<file path="src/rtl/base_input_pkg.sv">
// Shared types for the input debounce/qualification stage.
// It holds the filter FSM state encoding, the window classification and a small classifier helper.
package base_input_pkg;

   // Filter FSM states. dout is high exactly in FILT_HI and FILT_FALL.
   typedef enum logic [1:0] {
      FILT_LO   = 2'd0,
      FILT_RISE = 2'd1,
      FILT_HI   = 2'd2,
      FILT_FALL = 2'd3
   } filt_state_t;

   // Per-cycle classification of the sampled-history window.
   typedef enum logic [1:0] {
      ONE   = 2'd0,
      ZERO  = 2'd1,
      MIXED = 2'd2
   } win_class_t;

   // Maps the window reductions to a class. When w=1, exactly one of the two
   // reductions is always set, so the result is never MIXED.
   function automatic win_class_t classify(input logic all_one, input logic all_zero);
      if (all_one) begin
         return ONE;
      end else if (all_zero) begin
         return ZERO;
      end
      return MIXED;
   endfunction

endpackage

</file>
<file path="src/rtl/base_sat_cnt.sv">
// Saturating up-counter with a synchronous clear.
// When clr and inc are both set in the same cycle, clr takes priority.
// The count holds at all-ones and never wraps.
module base_sat_cnt #(
   parameter int width = 8
) (
   input  logic             clk,
   input  logic             reset,
   input  logic             inc,
   input  logic             clr,
   output logic [0:width-1] q
);

   // Count register: clear first, then saturating increment.
   always_ff @(posedge clk or negedge reset) begin
      if (!reset) begin
         q <= '0;
      end else if (clr) begin
         q <= '0;
      end else if (inc && !(&q)) begin
         q <= q + 1'b1;
      end
   end

endmodule

</file>
<file path="src/rtl/base_input_filt.sv">
// Debounce/qualification filter.
// It accepts a level change only after the whole sample window has agreed for hold+1 consecutive cycles.
// It produces a registered clean level plus one-cycle rise and fall pulses.
// An aborted qualification is a glitch event.
// Optional feature macro: BASE_INPUT_FILT_GLITCH_CNT_EN.
//   Defined: glitch events are counted in glitch_cnt, which saturates, and clr_cnt clears that count.
//   Undefined: glitch_cnt is tied to 0 and clr_cnt is ignored.
module base_input_filt
   import base_input_pkg::*;
#(
   parameter int w    = 2,
   parameter int hold = 4,
   parameter int cw   = 8
) (
   input  logic          clk,
   input  logic          reset,
   input  logic [0:w-1]  din,
   input  logic          clr_cnt,
   output logic          dout,
   output logic          rise,
   output logic          fall,
   output logic [0:cw-1] glitch_cnt
);

   // The hold counter needs at least one bit so that hold=1 still elaborates.
   localparam int hcw = (hold > 1) ? $clog2(hold) : 1;
   localparam logic [hcw-1:0] hc_last = hcw'(hold - 1);

   filt_state_t    state, state_nxt;
   logic [hcw-1:0] hc, hc_nxt;
   logic           dout_nxt, rise_nxt, fall_nxt;
   logic           glitch;
   win_class_t     win;

   assign win = classify(&din, ~|din);

   // Next-state, hold-count and output-pulse decode for the qualification FSM.
   always_comb begin
      // NOTE: every signal gets a default before the case, so no path leaves one unassigned (no latches).
      state_nxt = state;
      hc_nxt    = hc;
      dout_nxt  = dout;
      rise_nxt  = 1'b0;
      fall_nxt  = 1'b0;
      glitch    = 1'b0;
      case (state)
         FILT_LO: begin
            if (win == ONE) begin
               state_nxt = FILT_RISE;
               hc_nxt    = '0;
            end
         end
         FILT_RISE: begin
            if (win == ONE) begin
               if (hc == hc_last) begin
                  state_nxt = FILT_HI;
                  dout_nxt  = 1'b1;
                  rise_nxt  = 1'b1;
               end else begin
                  hc_nxt = hc + 1'b1;
               end
            end else begin
               state_nxt = FILT_LO;
               glitch    = 1'b1;
            end
         end
         FILT_HI: begin
            if (win == ZERO) begin
               state_nxt = FILT_FALL;
               hc_nxt    = '0;
            end
         end
         FILT_FALL: begin
            if (win == ZERO) begin
               if (hc == hc_last) begin
                  state_nxt = FILT_LO;
                  dout_nxt  = 1'b0;
                  fall_nxt  = 1'b1;
               end else begin
                  hc_nxt = hc + 1'b1;
               end
            end else begin
               state_nxt = FILT_HI;
               glitch    = 1'b1;
            end
         end
         default: begin
            state_nxt = FILT_LO;
            dout_nxt  = 1'b0;
         end
      endcase
   end

   // State, hold counter and registered outputs.
   // Asynchronous reset returns the filter to a fully unqualified FILT_LO.
   always_ff @(posedge clk or negedge reset) begin
      if (!reset) begin
         state <= FILT_LO;
         hc    <= '0;
         dout  <= 1'b0;
         rise  <= 1'b0;
         fall  <= 1'b0;
      end else begin
         // NOTE: non-blocking updates, so every flop samples pre-edge values regardless of statement order.
         state <= state_nxt;
         hc    <= hc_nxt;
         dout  <= dout_nxt;
         rise  <= rise_nxt;
         fall  <= fall_nxt;
      end
   end

`ifdef BASE_INPUT_FILT_GLITCH_CNT_EN
   // Diagnostic glitch counter. A clear in the same cycle as a glitch wins.
   base_sat_cnt #(
      .width (cw)
   ) u_glitch_cnt (
      .clk   (clk),
      .reset (reset),
      .inc   (glitch),
      .clr   (clr_cnt),
      .q     (glitch_cnt)
   );
`else
   // The counter is absent, so its inputs go nowhere.
   assign glitch_cnt = '0;
   logic unused_cnt_inputs;
   assign unused_cnt_inputs = &{1'b0, clr_cnt, glitch};
`endif

endmodule
</file>
<file path="config.mk">
export PLATFORM = sky130hd
export DESIGN_NAME = base_input_filt
export DESIGN_NICKNAME = d
export VERILOG_FILES = /design/src/rtl/base_input_pkg.sv /design/src/rtl/base_sat_cnt.sv /design/src/rtl/base_input_filt.sv
export SDC_FILE = /design/constraint.sdc
export NUM_CORES = 1
export LEC_CHECK = 0
export CORE_AREA = 2 2 39 41
export CTS_BUF_LIST = sky130_fd_sc_hd__clkbuf_4 sky130_fd_sc_hd__clkbuf_8 sky130_fd_sc_hd__clkbuf_16
export DETAILED_ROUTE_END_ITERATION = 10
export DIE_AREA = 0 0 41 43
export HOLD_SLACK_MARGIN = 0.06
export PLACE_DENSITY = 0.73
export SLEW_MARGIN = 20
export SYNTH_ARGS = -nofsm -noshare
export SYNTH_HDL_FRONTEND = slang
export SYNTH_HIERARCHICAL = 1
export SYNTH_SLANG_ARGS = --single-unit
</file>
<file path="constraint.sdc">
create_clock -name clk -period 4.4 [get_ports clk]
set_clock_uncertainty 0.1 [all_clocks]
set_input_delay 0.66 -clock clk [delete_from_list [all_inputs] [get_ports clk]]
set_output_delay 0.66 -clock clk [all_outputs]
set_load 0.05 [all_outputs]
</file>
Figure 1. Gate-type map.
The bar under the picture is 10 um long.
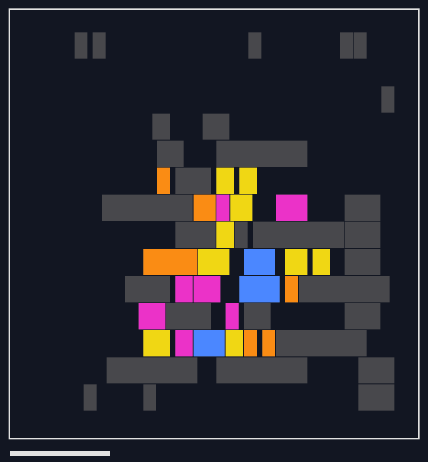
Key: and/or cells = blue [cells 3]; nor cells = orange [cells 6, most used nor2_1]; aoi and oai cells = yellow [cells 9, most used o21ai_0]; nand cells = magenta [cells 7]

Figure 2. M3 wires.
Cells faint in the background.
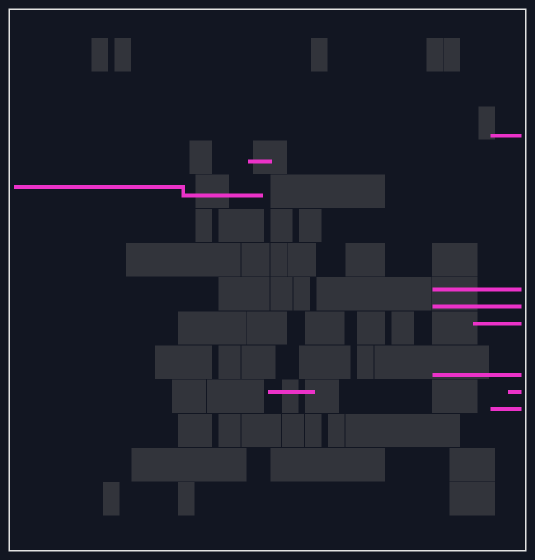
The layer carries 54.4 um of wire. The layer holds 7.4% of the routed length.

Figure 3. Clock wires, drivers and flops.
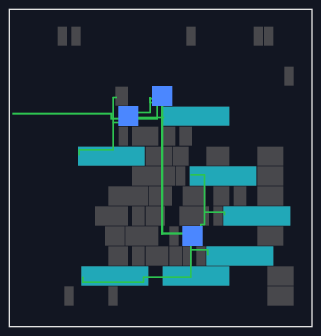
Key: flip-flops = cyan [count 7]; clock-net drivers = blue [count 3]; clock wires = green [length 110 um]
There are 4 routed clock nets.

Figure 4. Congestion heat map.
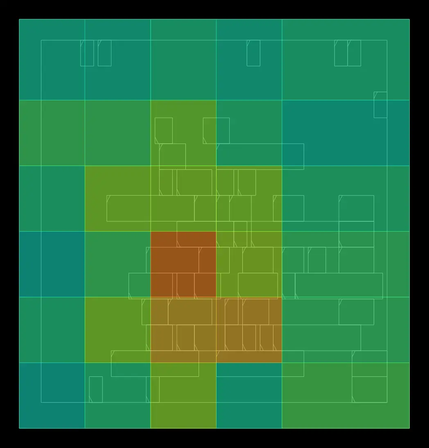
global route hottest layer: met1
Post-Route Utilization: 0.378
met2 Use GR: 0.128

==> impl_metrics.yaml <==
# flow metrics
cts:
  clk_path_buf_depth: 2
  cts.sinks: 7
  cts_tree: "built"
  cts.clk_slew.worst_paths_ns: 0.06
  cts_resized: 0
  cts_max_level: 1
  post_cts_buffers: 0
  cts_made_buffers: 3
power_and_ir_drop:
  p_clk_frac: 0.371
  p_int_uw: 109
  pg_comb_uw: 30.8
  power_frac_seq: 0.440
  combPwrFrac: 0.189
  leakage_uw: 0.000229
  p_switching_uw: 53.9
  max-vdd-ir-drop_uv: 90.5
  pwr_density_cell_nw_per_um2: 312
  switching_share: 0.330
  seq_cell_power_uw: 71.9
  power-top-group: "sequential cells"
global_route:
  grt_use_met1: 0.137
  grt_usage: 0.102
  use_met3: 0.0471
  grt_antenna_before_repair: 0
  grt_max_degree: 12
  grt-ovfl-total: 0
  grt_pass1_vias: 269
  grt_pass1_wl_mm: 1.16
worst_setup_path:
  reg2reg_slack_ns: 2.74
  crit_required_ns: 3.64
  crit_path_top_delay_cell: "clkdlybuf4s50_1"
  critPathKind: "register to output port"
  cp-end-kind: "output port"
  cp.depth: 1
  critPathCapture: "dout"
  crit_path_max_fanout: 3
  r2r_end: "hc[0]"
  path_buffers: 1
  startpoint: "dout"
  start_kind: "register"
  crit_family: "buffers and inverters"
  crit_path_cell_trace: "clkdlybuf4s50_1"
  crit_arrival_ns: 1.43
  r2r_cells: 4
  r2r_start: "hc[0]"
synthesis:
  synthArstFlopShare: 1.00
  yosysTopAreaCellShare: 0.387
  synthesis.area_um2: 453
  ys_seq_frac: 0.387
  yosys_register_bits: 7
  ys_sh_aoi: 0.166
  top_area_cell: "dfrtp_1"
  flop_cell: "dfrtp_1"
  simple_gate_area_frac: 0.235
  synth_warnings: 6
  yosys_cells: 47
  logic_family: "simple AND/OR/NAND/NOR gates"
  synthDistinctLibCells: 23
  ys_sh_adder: 0.0552
  ys_area_um2: 453
  synthMuxAreaShare: 0
  synthTopCellsByCount: "buf_4, dfrtp_1, nor2_1, o21ai_0"
  netlist_top_cells_area: "dfrtp_1, buf_4, ha_1"
  top_cell: "buf_4"
  xor_share: 0
  syn_inst: 47
  avgSynthCellArea_um2: 9.64
  synth-edff-count: 0
detailed_routing:
  wl_met2_um: 306
  vias: 338
  wl_met3_um: 54
  drt_iter0_drc: 1
  drcViolationCount: 0
  wl_met1_um: 358
  via_per_inst: 4.76
  drtAntennaViolNets: 0
hold_path:
  worstHoldStart: "dout"
  min_to: "dout"
  hold_path_class: "register to register"
floorplanning:
  nWellTaps: 16
  die_x_um: 41
  core_area_um2: 1380
  fp_util: 0.327
  ios: 16
  chip_area_um2: 1760
  die_h_um: 43
  rows: 14
job:
  max_cap_violations: 0
  warnings: 28
timing:
  hold_viol: 0
  drv_slew: 0
  period_needed_ns: 2.19
  layout_setup_ws_ns: 2.21
  setup_viol: 0
  fin_setup_tns_ns: 0
  rsz0062_at_grt: "false"
  whs_ns: 0.435
  fmax_mhz: 457
finish:
  diodes: 0
  clock_buffers: 3
  area_share_clock_buf_inv: 0.0526
  area_growth_pct: 15.5
  comb-cell-share: 0.452
  final_cell_mix: "conb_1, dfrtp_1, clkdlybuf4s50_1"
  buffers: 6
  fillCellCount: 145
  final_common_cell: "conb_1"
  flop-count: 7
  n_all_inverters: 1
  buf_share: 0.115
  logic_gates: 37
  seq_share: 0.335
placed_design:
  post-place-cells: 67
  post-place-ws_ns: 2.21
  port_buffers: 6
  place_hpwl_um: 546
  gp_congestion: 0.733
run_status:
  status: "completed"
Power and IR drop assume default switching activity.
